--- src/rtl/txport_pkg.sv ---
// Shared types and constants for the transmit-port UART sink.
// The frame layout is defined here so the FSM and any future consumer agree on it.
package txport_pkg;

    typedef enum logic [1:0] {
        IDLE  = 2'd0,
        START = 2'd1,
        DATA  = 2'd2,
        STOP  = 2'd3
    } uart_state_t;

    localparam int UART_FRAME_BITS = 10;
    localparam int UART_DATA_BITS  = UART_FRAME_BITS - 2;

endpackage

--- src/rtl/txport_uart_tx_byte_fifo.sv ---
// Small byte FIFO with occupancy count; head byte is visible combinationally on dout.
// Pushes while full and pops while empty are ignored.
module byte_fifo #(
    parameter int DEPTH = 4
) (
    input  logic                   clk,
    input  logic                   reset,
    input  logic                   push,
    input  logic [7:0]             din,
    input  logic                   pop,
    output logic [7:0]             dout,
    output logic [$clog2(DEPTH):0] count,
    output logic                   full,
    output logic                   empty
);

    localparam int AW = $clog2(DEPTH);
    localparam logic [AW:0] DEPTH_C = (AW + 1)'(DEPTH);

    logic [7:0]    mem [DEPTH];
    logic [AW-1:0] wr_ptr;
    logic [AW-1:0] rd_ptr;
    logic          push_ok;
    logic          pop_ok;

    assign full    = (count == DEPTH_C);
    assign empty   = (count == '0);
    assign push_ok = push & ~full;
    assign pop_ok  = pop & ~empty;
    assign dout    = mem[rd_ptr];

    // NOTE: the storage array has no reset; stale entries are unreachable because
    // the pointers and count are reset, and leaving it out keeps it a plain RAM.
    always_ff @(posedge clk) begin
        if (push_ok) begin
            mem[wr_ptr] <= din;
        end
    end

    // NOTE: sequential state uses non-blocking assignments so every flop samples
    // pre-edge values regardless of statement order.
    always_ff @(posedge clk or posedge reset) begin
        if (reset) begin
            wr_ptr <= '0;
            rd_ptr <= '0;
            count  <= '0;
        end else begin
            // Power-of-two depth lets the pointers wrap by natural overflow.
            if (push_ok) begin
                wr_ptr <= wr_ptr + 1'b1;
            end
            if (pop_ok) begin
                rd_ptr <= rd_ptr + 1'b1;
            end
            case ({push_ok, pop_ok})
                2'b10:   count <= count + 1'b1;
                2'b01:   count <= count - 1'b1;
                default: count <= count;
            endcase
        end
    end

endmodule

--- src/rtl/txport_uart_tx.sv ---
// Board-side sink for the user transmit port: synchronizes the txclk strobe, buffers
// bytes in a FIFO and drains them as back-to-back 8N1 frames on serial_out.
module txport_uart_tx
    import txport_pkg::*;
#(
    parameter int CLKS_PER_BIT = 4,
    parameter int FIFO_DEPTH   = 4
) (
    input  logic                          clk,
    input  logic                          reset,
    input  logic [7:0]                    txdata,
    input  logic                          txclk,
    input  logic                          clr_ovf,
    output logic                          txready,
    output logic                          serial_out,
    output logic                          busy,
    output logic                          overflow,
    output logic [$clog2(FIFO_DEPTH):0]   count
);

    localparam int CW  = $clog2(FIFO_DEPTH) + 1;
    localparam int BCW = (CLKS_PER_BIT > 1) ? $clog2(CLKS_PER_BIT) : 1;
    localparam logic [CW-1:0]  DEPTH_C  = CW'(FIFO_DEPTH);
    localparam logic [BCW-1:0] BIT_LAST = BCW'(CLKS_PER_BIT - 1);
    localparam logic [2:0]     IDX_LAST = 3'(UART_DATA_BITS - 1);

    logic s1, s2, s3;
    logic push_req;
    logic push_ok;
    logic pop;
    logic [7:0] fifo_dout;
    logic fifo_full;
    logic fifo_empty;
    logic [CW-1:0] count_nxt;

    uart_state_t    state, state_nxt;
    logic [BCW-1:0] bit_cnt, bit_cnt_nxt;
    logic [2:0]     bit_idx, bit_idx_nxt;
    logic [7:0]     shift, shift_nxt;
    logic           serial_nxt;
    logic           busy_nxt;
    logic           bit_end;

    // txclk is asynchronous to clk: two flops resolve metastability, the third finds the rise.
    always_ff @(posedge clk or posedge reset) begin
        if (reset) begin
            s1 <= 1'b0;
            s2 <= 1'b0;
            s3 <= 1'b0;
        end else begin
            s1 <= txclk;
            s2 <= s1;
            s3 <= s2;
        end
    end

    assign push_req = s2 & ~s3;
    assign push_ok  = push_req & txready & ~fifo_full;

    byte_fifo #(
        .DEPTH (FIFO_DEPTH)
    ) u_fifo (
        .clk   (clk),
        .reset (reset),
        .push  (push_ok),
        .din   (txdata),
        .pop   (pop),
        .dout  (fifo_dout),
        .count (count),
        .full  (fifo_full),
        .empty (fifo_empty)
    );

    assign count_nxt = count + {{(CW-1){1'b0}}, push_ok} - {{(CW-1){1'b0}}, pop};

    // txready follows the next-state count so it changes on the same edge as count.
    always_ff @(posedge clk or posedge reset) begin
        if (reset) begin
            txready  <= 1'b1;
            overflow <= 1'b0;
        end else begin
            txready <= (count_nxt < DEPTH_C);
            if (push_req && !txready) begin
                overflow <= 1'b1;
            end else if (clr_ovf) begin
                overflow <= 1'b0;
            end
        end
    end

    assign bit_end = (bit_cnt == BIT_LAST);

    // NOTE: every always_comb output gets a default first, so no path can infer a latch.
    always_comb begin
        state_nxt   = state;
        bit_cnt_nxt = bit_cnt;
        bit_idx_nxt = bit_idx;
        shift_nxt   = shift;
        pop         = 1'b0;

        case (state)
            IDLE: begin
                if (!fifo_empty) begin
                    pop         = 1'b1;
                    shift_nxt   = fifo_dout;
                    bit_cnt_nxt = '0;
                    state_nxt   = START;
                end
            end
            START: begin
                if (bit_end) begin
                    bit_cnt_nxt = '0;
                    bit_idx_nxt = '0;
                    state_nxt   = DATA;
                end else begin
                    bit_cnt_nxt = bit_cnt + 1'b1;
                end
            end
            DATA: begin
                if (bit_end) begin
                    bit_cnt_nxt = '0;
                    shift_nxt   = {1'b0, shift[7:1]};
                    if (bit_idx == IDX_LAST) begin
                        state_nxt = STOP;
                    end else begin
                        bit_idx_nxt = bit_idx + 1'b1;
                    end
                end else begin
                    bit_cnt_nxt = bit_cnt + 1'b1;
                end
            end
            STOP: begin
                if (bit_end) begin
                    bit_cnt_nxt = '0;
                    // Chain straight into the next START so queued bytes leave with no idle gap.
                    if (!fifo_empty) begin
                        pop       = 1'b1;
                        shift_nxt = fifo_dout;
                        state_nxt = START;
                    end else begin
                        state_nxt = IDLE;
                    end
                end else begin
                    bit_cnt_nxt = bit_cnt + 1'b1;
                end
            end
            default: begin
                state_nxt = IDLE;
            end
        endcase

        case (state_nxt)
            START:   serial_nxt = 1'b0;
            DATA:    serial_nxt = shift_nxt[0];
            default: serial_nxt = 1'b1;
        endcase
        busy_nxt = (state_nxt != IDLE);
    end

    // The line level is registered from the next state, keeping serial_out glitch-free.
    always_ff @(posedge clk or posedge reset) begin
        if (reset) begin
            state      <= IDLE;
            bit_cnt    <= '0;
            bit_idx    <= '0;
            shift      <= '0;
            serial_out <= 1'b1;
            busy       <= 1'b0;
        end else begin
            state      <= state_nxt;
            bit_cnt    <= bit_cnt_nxt;
            bit_idx    <= bit_idx_nxt;
            shift      <= shift_nxt;
            serial_out <= serial_nxt;
            busy       <= busy_nxt;
        end
    end

endmodule
--- config.mk ---
export PLATFORM = sky130hd
export DESIGN_NAME = txport_uart_tx
export DESIGN_NICKNAME = d
export VERILOG_FILES = /design/src/rtl/txport_pkg.sv /design/src/rtl/txport_uart_tx_byte_fifo.sv /design/src/rtl/txport_uart_tx.sv
export SDC_FILE = /design/constraint.sdc
export NUM_CORES = 1
export LEC_CHECK = 0
export CAP_MARGIN = 20
export CORE_MARGIN = 2
export CORE_UTILIZATION = 45
export CTS_BUF_LIST = sky130_fd_sc_hd__clkbuf_2
export CTS_CLUSTER_DIAMETER = 50
export CTS_CLUSTER_SIZE = 40
export DETAILED_ROUTE_END_ITERATION = 8
export GPL_TIMING_DRIVEN = 0
export PLACE_DENSITY = 0.68
export SLEW_MARGIN = 15
export SYNTH_ARGS = -nofsm -noshare
export SYNTH_HDL_FRONTEND = slang
export SYNTH_HIERARCHICAL = 1
export SYNTH_SLANG_ARGS = --single-unit
--- constraint.sdc ---
create_clock -name clk -period 2.8 [get_ports clk]
set_input_delay 0.7 -clock clk [delete_from_list [all_inputs] [get_ports clk]]
set_output_delay 0.7 -clock clk [all_outputs]
set_load 0.01 [all_outputs]
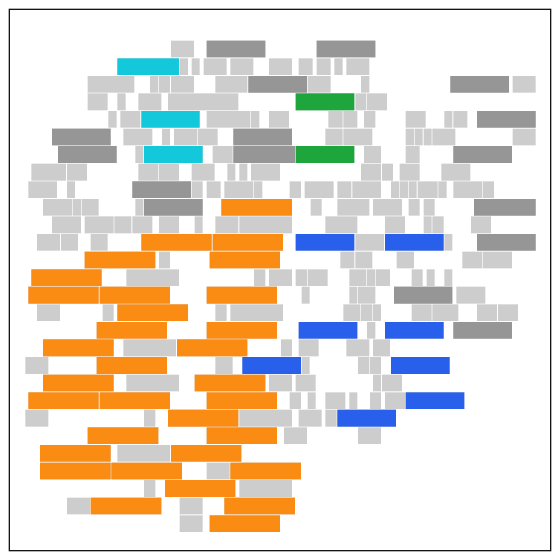
Figure 1: run 1, where the registers sit.
Other sequential cells in the stronger grey, the rest of the logic in the fainter grey.
colour	name in the netlist	sequential cells
blue	`shift`	8
orange	`u_fifo/mem`	32
cyan	`u_fifo/count`	3
green	`bit_cnt`	2
not coloured	16

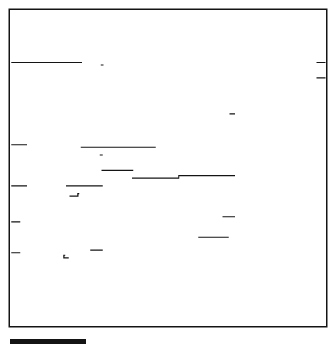
Figure 2: run 1, signal wires on met3.
The bar under the picture is 20 um long.
longest straight run	19.5 um
main direction	horizontal
nets with wire on the layer	10
wire length on this layer	120 um
share of all routed wire	2.6%

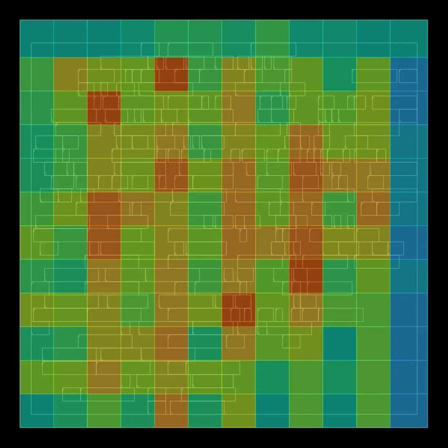
Figure 3: run 1, track usage over the die.
GR Layer Usage met3: 0.0326
total global-route track usage: 0.147
Most Crowded Layer GR: met2
global routing usage on met1: 0.192
Final Util: 0.539

==> flow_summary.yaml, run 1 <==
# generated from flow reports
outcome:
  outcome: "complete, no violations"
worst_setup_path:
  critPathRequiredTime_ps: 3220
  cp_common_cell: "xor2_1"
  crit_buf_inv: 2
  crit_fanout: 10
  slowest_delay_ps: 560
  critPathTopFamily: "simple AND/OR/NAND/NOR gates"
  cpMaxStageDelayCell: "dfrtp_1"
  critPathLaunchType: "register"
  cp_cell_sequence: "nor3_2 -> buf_2 -> nor3_1 -> o31a_2 -> ha_1 -> inv_1 -> fa_1 -> xor2_1 -> nor2_1 -> xor2_1"
  critPathArrivalTime_ps: 3000
  cp-end-kind: "register"
  crit_type: "register to register"
grt:
  gr-total-overflow: 0
  grt_pass1_wl_um: 8090
  grt_pass1_vias: 1669
  grt_start_max_net_pins: 23
  antenna_found_initial: 0
cts:
  postCtsHoldBufs: 0
  htreeDepth: 3
  cts.path.max_buffers: 2
  numCtsBuffers: 9
  cts_sinks: 61
  clock_latency_ps: 480
  cts.clk_slew.worst_paths_ps: 180
  cts_tree: "built"
  cts-root-buf: "clkbuf_2"
placed_design:
  portBuffers: 18
  gp_congestion: 0.767
  hpwl_um: 3060
logic_synthesis:
  yosysTopAreaCell: "edfxtp_1"
  ys_warn_count: 6
  syn_area_per_cell_sq_um: 14.2
  synth.distinct_cells: 44
  synth-main-ff-cell: "edfxtp_1"
  synthArstFlopShare: 0.475
  netlist_instances: 201
  ys_cells: 201
  synth_area_sq_um: 2850
  synth_seq_share: 0.593
  fp_nets: 229
  top_cell_area_share: 0.337
  synth-edff-count: 32
  ys_ff: 61
  synthTopCellsByArea: "edfxtp_1 (34%), dfrtp_1 (24%), ha_1 (6.6%)"
  ys_area_sq_um: 2850
hold_path:
  hold_path_class: "register to register"
route:
  avgViaCountPerCell: 5.15
  totalWireLength_um: 4530
  ant_nets: 0
  m1WireLength_um: 2120
  met3WireLength_um: 119
  met2_length_um: 2190
  wire_per_inst_um: 14.6
  dr.first_iter.drc_count: 89
  drc: 0
  vias: 1596
  drt_pass1_iterations: 4
  highest_layer: "met4"
floorplanning:
  chipWidth_um: 83.6
  row_count: 28
  core-area_sq_um: 6030
  floorplan.core_util: 0.473
  die_area_sq_um: 6980
  chipHeight_um: 83.6
  io_pins: 19
flow_run:
  openroad.warnings: 33
  cap_violations: 0
timing:
  maxSlewViolCount: 0
  layout_min_cycle_time_ps: 2580
  rsz0062_at_grt: "false"
  slew-limit-headroom: 0.430
  setup_violations: 0
  timing.fmax_mhz: 387
  tightest_slew_ps: 854
  final.setup.tns_ps: 0
  fin_hold_ws_ps: 391
  hold_viol_final: 0
  finClkSkew_ps: 21.6
  finalClockPeriodUsage: 0.922
pwr:
  swShare: 0.364
  sequentialPowerShare: 0.406
  leakagePower_uw: 0.00131
  p_clk_frac: 0.171
  ir_drop_mv: 0.576
  power_density_nw_per_um2: 990
  power.switching_uw: 1170
  intPower_uw: 2050
  p_comb_frac: 0.423
cells_and_area:
  antenna_cells: 0
  final_layout_top_logic_cells: "edfxtp_1 (32), dfrtp_1 (26), inv_1 (18), clkdlybuf4s50_1 (18), ha_1 (15)"
  area_growth_pct: 14.1
  fill_cells: 521
  mostFrequentLayoutCell: "edfxtp_1"
  final_nets: 258
  drive_above_1_share: 0.204
[run 1: logic make-up after synthesis]
family / Yosys count / share of synthesized area
buffers and inverters: 24 / 0.0343
multiplexers: 19 / 0.105
XOR/XNOR: 8 / 0.0246
AND/OR/NAND/NOR: 39 / 0.0852
adder cells (fa/ha/maj): 16 / 0.0729
AND-OR/OR-AND: 34 / 0.0848
flip-flops: 61 / 0.593
[run 1: sequential cells by signal (all words and copies together), names as in the netlist, 2 cells and up]
signal / cells
bit_cnt: 2
bit_idx: 3
u_fifo/mem: 32
u_fifo/wr_ptr: 2
state: 2
shift: 8
u_fifo/rd_ptr: 2
u_fifo/count: 3
[run 1: cell type report]
type | instances | area (sq um) | share of cell area
clock buffer | 10 | 50.0 | 0.0154
buffer | 6 | 30.0 | 0.00924
timing repair buffer | 18 | 180 | 0.0554
clock inverter | 6 | 71.3 | 0.0219
multi-input combinational | 116 | 1070 | 0.328
inverter | 18 | 67.6 | 0.0208
sequential | 61 | 1690 | 0.520
tap | 75 | 93.8 | 0.0289
[run 1: power by group through the flow]
stage          Clock [uW]  Combinational [uW]  Sequential [uW]
2_1_floorplan           0                1030             1310
4_1_cts               570                1390             1300
3_3_place_gp            0                1350             1320
6_report              549                1360             1310
3_5_place_dp            0                1380             1320
5_1_grt               610                1550             1340
[run 1: routing by layer]
layer  vias up  track usage
met1       769        0.192
met5         -            0
met2        22        0.231
li1        795            -
met4         0       0.0748
met3        10       0.0326
[run 1: worst reg2reg max path, cell delays in order (launching register included)]
cell and delay, ps:
dfrtp_1 560, nor3_2 150, buf_2 240, nor3_1 320, o31a_2 240, ha_1 190, inv_1 60, fa_1 370
xor2_1 150, nor2_1 120, xor2_1 150
[run 1: Yosys cell counts (2+ instances only)]
library cell	n
dfstp_2	2
nor3_1	2
mux4_2	8
inv_1	18
edfxtp_1	32
nand2_1	11
xor2_1	4
dfrtp_1	27
o31ai_1	2
buf_2	3
nand2b_1	2
and2_1	2
xnor2_1	4
and2_2	4
o21ai_0	10
ha_1	15
mux2i_1	8
o22ai_1	2
nor2_1	7
a21oi_1	2
a22o_1	12
clkbuf_1	2
[run 1: metrics by stage]
step,setup slack (ps),std cells,cell area [sq um],util,power [uW]
finish,218,310,3250,0.539,3220
global route,7.31,310,3250,0.539,3490
CTS,32.1,310,3240,0.538,3260
detailed placement,51.6,294,3120,0.518,2700
global placement,46.6,294,3120,0.518,2670
floorplan,440,201,2850,-,2340
[run 1: final timing paths]
check	to	startpoint	cells past startpoint	slack, ps
min in group asynchronous	u_fifo/count[1]	reset	2	440
hold / removal	s2	s1	0	390
setup / recovery	u_fifo/count[2]	u_fifo/count[0]	10	220
max in group asynchronous	shift[0]	reset	2	1560
hold reg to reg	s2	s1	0	390
setup reg to reg	u_fifo/count[2]	u_fifo/count[0]	10	220
[run 1: timing repair]
action                     in CTS  in global routing
setup endpoints to repair       0                  2
gates resized                   0                  2
hold endpoints to repair        0                  0
buffers inserted                0                  0
==> inputs of run 2 (changes only) <==
--- a/config.mk
+++ b/config.mk
@@ -9,7 +9,7 @@
 export CORE_MARGIN = 2
 export CORE_UTILIZATION = 45
 export CTS_BUF_LIST = sky130_fd_sc_hd__clkbuf_2
-export CTS_CLUSTER_DIAMETER = 50
+export CTS_CLUSTER_DIAMETER = 120
 export CTS_CLUSTER_SIZE = 40
 export DETAILED_ROUTE_END_ITERATION = 8
 export GPL_TIMING_DRIVEN = 0
==> run 2 against run 1 <==
Effect of this change: wire length unchanged; critical path type unchanged; clock power about the same; global-route usage unchanged; sequential share of layout area unchanged; clock skew unchanged; sequential power about the same; highest routed layer unchanged; final cell count unchanged; fmax unchanged; synthesized area unchanged; total power unchanged.
==> flow_summary.yaml, run 2 <==
# generated from flow reports
worst_setup_path:
  critPathCapture: "u_fifo/count[2]"
  crit_fanout: 10
  critPathRequiredTime_ps: 3220
  critPathArrivalTime_ps: 3000
  crit_type: "register to register"
  r2r_cells: 10
  rrSetupSlack_ps: 220
  critPathLaunchType: "register"
  reg2reg_from: "u_fifo/count[0]"
  r2r_end: "u_fifo/count[2]"
  cp-end-kind: "register"
  crit_start: "u_fifo/count[0]"
logic_synthesis:
  synth-main-ff-cell: "edfxtp_1"
  netlist_instances: 201
  topCombFamilyByArea: "multiplexers"
  syn_area_per_cell_sq_um: 14.2
  yosysTopAreaCell: "edfxtp_1"
  most_common_cell: "edfxtp_1"
  synth.cellmix.compoundShare: 0.0848
  common_cells: "edfxtp_1 (32), dfrtp_1 (27), inv_1 (18), ha_1 (15), a22o_1 (12)"
  synthTopCellsByArea: "edfxtp_1 (34%), dfrtp_1 (24%), ha_1 (6.6%)"
  fp_nets: 229
  synth-edff-count: 32
  synthArstFlopShare: 0.475
  ys_area_sq_um: 2850
  synthXorXnorAreaFrac: 0.0246
  ys_warn_count: 6
  mux_share: 0.105
  top_cell_area_share: 0.337
  ys_cells: 201
  synth.distinct_cells: 44
  synthAdderAreaFrac: 0.0729
  simple_gate_share: 0.0852
  ys_ff: 61
  synth_seq_share: 0.593
  synth_area_sq_um: 2850
pwr:
  p_clk_frac: 0.171
  sequentialPowerShare: 0.406
  intPower_uw: 2050
  swShare: 0.364
  power_density_nw_per_um2: 990
  p_comb_frac: 0.423
  power.switching_uw: 1170
  leakagePower_uw: 0.00131
  ir_drop_mv: 0.576
placed_design:
  hpwl_um: 3060
  gp_congestion: 0.767
  portBuffers: 18
route:
  totalWireLength_um: 4530
  avgViaCountPerCell: 5.15
  vias: 1596
  drc: 0
  ant_nets: 0
  dr.first_iter.drc_count: 89
  drt_pass1_iterations: 4
timing:
  timing.fmax_mhz: 387
  finalClockPeriodUsage: 0.922
  tightest_slew_ps: 854
  hold_viol_final: 0
  maxSlewViolCount: 0
  final.setup.tns_ps: 0
  setup_violations: 0
  fin_hold_ws_ps: 391
  slew-limit-headroom: 0.430
  rsz0062_at_grt: "false"
  finClkSkew_ps: 21.6
  layout_min_cycle_time_ps: 2580
cts:
  cts.clk_slew.worst_paths_ps: 180
  cts.path.max_buffers: 2
  numCtsBuffers: 9
  htreeDepth: 3
  post-cts-setup-buffers: 0
  cts-root-buf: "clkbuf_2"
  clock_latency_ps: 480
  cts_tree: "built"
  cts_sinks: 61
cells_and_area:
  drive_above_1_share: 0.204
  antenna_cells: 0
  final_layout_top_logic_cells: "edfxtp_1 (32), dfrtp_1 (26), inv_1 (18), clkdlybuf4s50_1 (18), ha_1 (15)"
  top_regs: "u_fifo/mem: 32 flops, shift: 8 flops"
  area_growth_pct: 14.1
  utilization: 0.539
  final_nets: 258
  largest_reg_flops: 32
  largest-register: "u_fifo/mem"
  fill_cells: 521
outcome:
  outcome: "complete, no violations"
hold_path:
  hold_path_class: "register to register"
  hp-start: "s1"
floorplanning:
  core-area_sq_um: 6030
  die_area_sq_um: 6980
  row_count: 28
  chipWidth_um: 83.6
  chipHeight_um: 83.6
  io_pins: 19
  floorplan.core_util: 0.473
grt:
  grt_pass1_wl_um: 8090
  grt_pass1_vias: 1669
  antenna_found_initial: 0
  gr-total-overflow: 0
  grt_start_max_net_pins: 23
  grt.total_usage: 0.147
flow_run:
  cap_violations: 0
  openroad.warnings: 33
run 2: stage by stage:
step / area (sq um) / total power, uW / worst slack (ps) / cells
after detailed placement: 3120 / 2700 / 51.6 / 294
final: 3250 / 3220 / 218 / 310
after CTS: 3240 / 3260 / 32.1 / 310
after global routing: 3250 / 3490 / 7.31 / 310
after global placement: 3120 / 2670 / 46.6 / 294
after floorplan: 2850 / 2340 / 440 / 201
run 2: final cells by class:
type,instances,area [sq um],share of cell area
inverter,18,67.6,0.0208
clock inverter,6,71.3,0.0219
buffer,6,30.0,0.00924
sequential,61,1690,0.520
multi-input combinational,116,1070,0.328
tap,75,93.8,0.0289
clock buffer,10,50.0,0.0154
timing repair buffer,18,180,0.0554
run 2: how the worst min path moves through the flow:
stage | to | slack [ps] | depth (start not counted)
3_3_place_gp | s2 | 330 | 0
2_1_floorplan | s2 | 330 | 0
5_1_grt | s2 | 410 | 0
3_5_place_dp | s2 | 350 | 0
6_report | s2 | 390 | 0
4_1_cts | u_fifo/count[1] | 400 | 2
run 2: critical path, cell delays in order (launching register included):
cell and delay [ps]:
dfrtp_1 560, nor3_2 150, buf_2 240, nor3_1 320
o31a_2 240, ha_1 190, inv_1 60, fa_1 370
xor2_1 150, nor2_1 120, xor2_1 150
run 2: timing repair:
action,4_1_cts,5_1_grt
hold buffers,0,0
gates resized,0,2
endpoints found under the setup margin,0,2
endpoints found under the hold margin,0,0
run 2: kinds of logic after synthesis:
family,Yosys count
AND-OR/OR-AND,34
XOR/XNOR,8
multiplexers,19
buffers and inverters,24
flip-flops,61
adder cells (fa/ha/maj),16
AND/OR/NAND/NOR,39
run 2: power by group through the flow:
| stage | Sequential [uW] | Clock, uW | Combinational, uW |
|---|---|---|---|
| 3_5_place_dp | 1320 | 0 | 1380 |
| 2_1_floorplan | 1310 | 0 | 1030 |
| 5_1_grt | 1340 | 610 | 1550 |
| 4_1_cts | 1300 | 570 | 1390 |
| 6_report | 1310 | 549 | 1360 |
| 3_3_place_gp | 1320 | 0 | 1350 |
run 2: metal layers:
metal / GRT usage / vias up / wire length (um)
met4: 0.0748 / 0 / 98
met5: 0 / - / 0
met1: 0.192 / 769 / 2120
met3: 0.0326 / 10 / 119
li1: - / 795 / -
met2: 0.231 / 22 / 2190
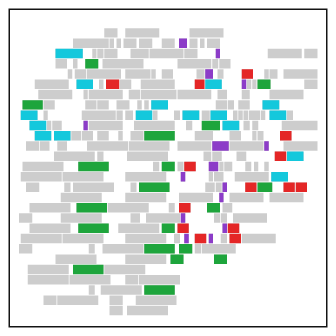
Figure 4: run 2, logic cells by family.
colour	family	cells
red	AND-OR and OR-AND gates	14
cyan	adder and majority cells	16
green	multiplexers	19
purple	NAND gates	15
Post-Layout Cell Count: 310
most frequent logic cell in the layout: edfxtp_1

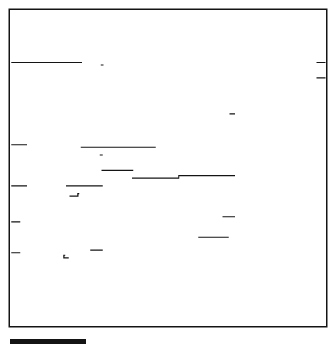
Figure 5: run 2, signal wires on met3.
The bar under the picture is 20 um long.
wire length on this layer	120 um
nets with wire on the layer	10
share of all routed wire	2.6%

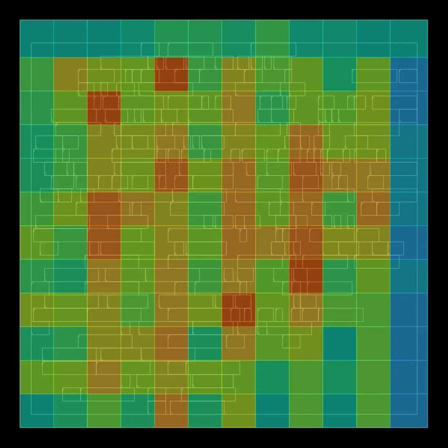
Figure 6: run 2, track usage over the die.
met2 Track Usage GR: 0.231
WL per Instance: 14.6 um

==> inputs of run 3 (changes only) <==
--- a/config.mk
+++ b/config.mk
@@ -12,7 +12,6 @@
 export CTS_CLUSTER_DIAMETER = 120
 export CTS_CLUSTER_SIZE = 40
 export DETAILED_ROUTE_END_ITERATION = 8
-export GPL_TIMING_DRIVEN = 0
 export PLACE_DENSITY = 0.68
 export SLEW_MARGIN = 15
 export SYNTH_ARGS = -nofsm -noshare
==> run 3 against run 2 <==
Effect of this change: fmax rose by 0.55%; final cell count shrank 0.97%; combinational power fell by 4%; clock-buffer cell count unchanged; synthesized cell count stayed put; critical path type unchanged; flip-flop count unchanged; register-to-register slack barely moved.
==> flow_summary.yaml, run 3 <==
# generated from flow reports
cells_and_area:
  fill_cells: 513
  antenna_cells: 0
  final_nets: 255
  final_layout_top_logic_cells: "edfxtp_1 (32), dfrtp_1 (27), inv_1 (18), clkdlybuf4s50_1 (18), ha_1 (15)"
  largest_reg_flops: 32
  largest-register: "u_fifo/mem"
  drive_above_1_share: 0.198
route:
  drt_pass1_iterations: 4
  dr.first_iter.drc_count: 50
  drc: 0
timing:
  timing.fmax_mhz: 389
  maxSlewViolCount: 0
  finClkSkew_ps: 19.4
  final.setup.tns_ps: 0
  rsz0062_at_grt: "false"
  layout_min_cycle_time_ps: 2570
  finalClockPeriodUsage: 0.917
  setup_violations: 0
hold_path:
  hold_path_class: "register to register"
  hp-start: "s1"
logic_synthesis:
  synthXorXnorAreaFrac: 0.0246
  mux_share: 0.105
  common_cells: "edfxtp_1 (32), dfrtp_1 (27), inv_1 (18), ha_1 (15), a22o_1 (12)"
  synthAdderAreaFrac: 0.0729
  synth_seq_share: 0.593
  ys_warn_count: 6
  simple_gate_share: 0.0852
  synthTopCellsByArea: "edfxtp_1 (34%), dfrtp_1 (24%), ha_1 (6.6%)"
  synthArstFlopShare: 0.475
  syn_area_per_cell_sq_um: 14.2
  synth.distinct_cells: 44
  synth_area_sq_um: 2850
  synth-edff-count: 32
  synth.cellmix.compoundShare: 0.0848
  synth-main-ff-cell: "edfxtp_1"
  ys_area_sq_um: 2850
  netlist_instances: 201
  ys_cells: 201
cts:
  htreeDepth: 3
  post-cts-setup-buffers: 0
  cts.clk_slew.worst_paths_ps: 180
  cts_tree: "built"
  clock_latency_ps: 480
  cts-root-buf: "clkbuf_2"
  cts_sinks: 61
worst_setup_path:
  critPathArrivalTime_ps: 2990
  cp-end-kind: "register"
  critPathRequiredTime_ps: 3220
  crit_fanout: 9
pwr:
  p_clk_frac: 0.194
  ir_drop_mv: 0.559
  intPower_uw: 2130
  power.switching_uw: 1180
  power_density_nw_per_um2: 1010
  swShare: 0.356
placed_design:
  portBuffers: 18
  gp_congestion: 0.729
floorplanning:
  io_pins: 19
  die_area_sq_um: 6980
  chipHeight_um: 83.6
flow_run:
  openroad.warnings: 33
outcome:
  outcome: "complete, no violations"
grt:
  gr-total-overflow: 0
  grt_pass1_vias: 1667
  grt_start_max_net_pins: 23
run 3: cell counts after synthesis:
No cell type changed its count.
run 3: cells by family (layout without fill, tap and decap cells):
kind of cell               after synthesis  count (layout)
DFF                                     61              61
and+or+nand+nor                         39              39
AOI/OAI and AO/OA                       34              34
buffers and inverters                   24              55
muxes                                   19              19
adders and majority gates               16              16
xor gates and xnor gates                 8               8
run 3: through the flow:
| step | hold slack [ps] | cell area (sq um) | instances | total power, uW | setup slack (ps) |
|---|---|---|---|---|---|
| finish | 399 | 3270 | 307 | 3310 | 232 |
| detailed placement | 354 | 3120 | 291 | 2710 | 257 |
| floorplan | 331 | 2850 | 201 | 2340 | 440 |
| CTS | 392 | 3270 | 307 | 3360 | 232 |
| global placement | 333 | 3120 | 291 | 2680 | 369 |
| global route | 396 | 3270 | 307 | 3580 | 74.8 |
run 3: worst paths after layout:
path	end	cells past startpoint	slack, ps
min	s2	0	400
min in group asynchronous	u_fifo/count[1]	2	440
max	u_fifo/count[2]	10	230
max in group asynchronous	serial_out	3	1960
max reg2reg	u_fifo/count[2]	10	230
min reg2reg	s2	0	400
run 3: power by group through the flow:
| stage | Sequential [uW] | Clock, uW | Combinational (uW) |
|---|---|---|---|
| finish | 1370 | 644 | 1300 |
| global route | 1410 | 711 | 1460 |
| CTS | 1370 | 666 | 1320 |
| detailed placement | 1390 | 0 | 1320 |
| global placement | 1390 | 0 | 1290 |
| floorplan | 1310 | 0 | 1030 |
run 3: worst max-delay path: stages, from the launching register on:
cell,delay [ps]
dfrtp_1,460
ha_1,310
a21oi_2,160
nor3_1,320
o31a_2,250
ha_1,180
inv_1,60
fa_1,370
xor2_1,150
nor2_1,110
xor2_1,150
run 3: routing by layer:
metal | wire length (um) | track usage | part of all wire
met5 | 0 | 0 | 0
met4 | 38 | 0.0572 | 0.0083
met3 | 149 | 0.0584 | 0.033
met2 | 2240 | 0.235 | 0.49
met1 | 2150 | 0.175 | 0.47
run 3: area by class of cell:
| class | instances | area, sq um | share of cell area |
|---|---|---|---|
| Timing Repair Buffer | 21 | 203 | 0.0621 |
| Inverter | 18 | 67.6 | 0.0207 |
| Multi-Input combinational cell | 116 | 1070 | 0.327 |
| Sequential cell | 61 | 1690 | 0.517 |
| Tap cell | 75 | 93.8 | 0.0287 |
| Clock inverter | 6 | 95.1 | 0.0291 |
| Clock buffer | 10 | 50.0 | 0.0153 |
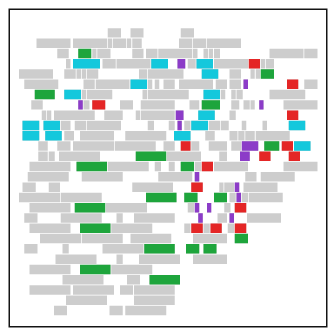
Figure 7: run 3, logic cells by family.
colour	family	cells
purple	NAND gates	15
cyan	adder and majority cells	16
green	multiplexers	19
red	AND-OR and OR-AND gates	14
Post-Layout Cell Count: 307
fraction of area in multi-input gates: 0.327

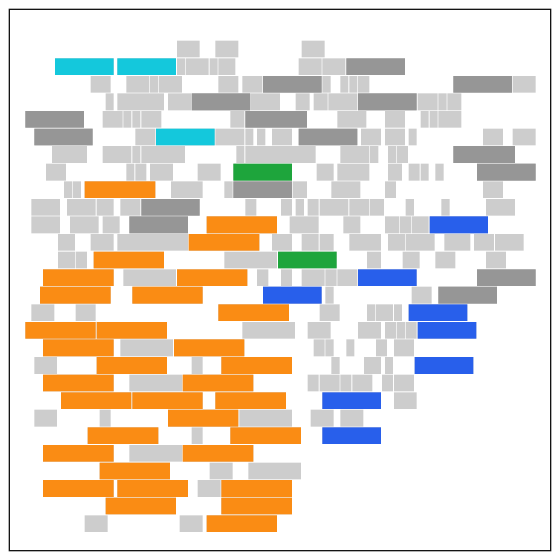
Figure 8: run 3, where the registers sit.
Other sequential cells in the stronger grey, the rest of the logic in the fainter grey.
colour	name in the netlist	sequential cells
blue	`shift`	8
cyan	`u_fifo/count`	3
green	`bit_cnt`	2
orange	`u_fifo/mem`	32
register area: 1690 sq um
Seq group: 1370 uW
Final Util: 0.542
Seq area share: 0.517

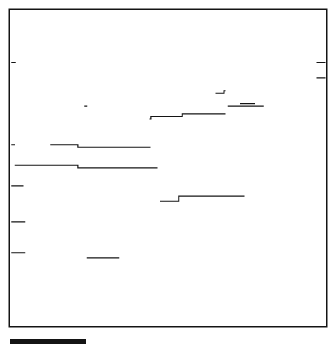
Figure 9: run 3, signal wires on met3.
The bar under the picture is 20 um long.
nets with wire on the layer	11
longest straight run	20.9 um
main direction	horizontal
routed vias: 1609
total wire length: 4570 um

Power figures rest on the tool's default switching activity, not on a simulated workload.
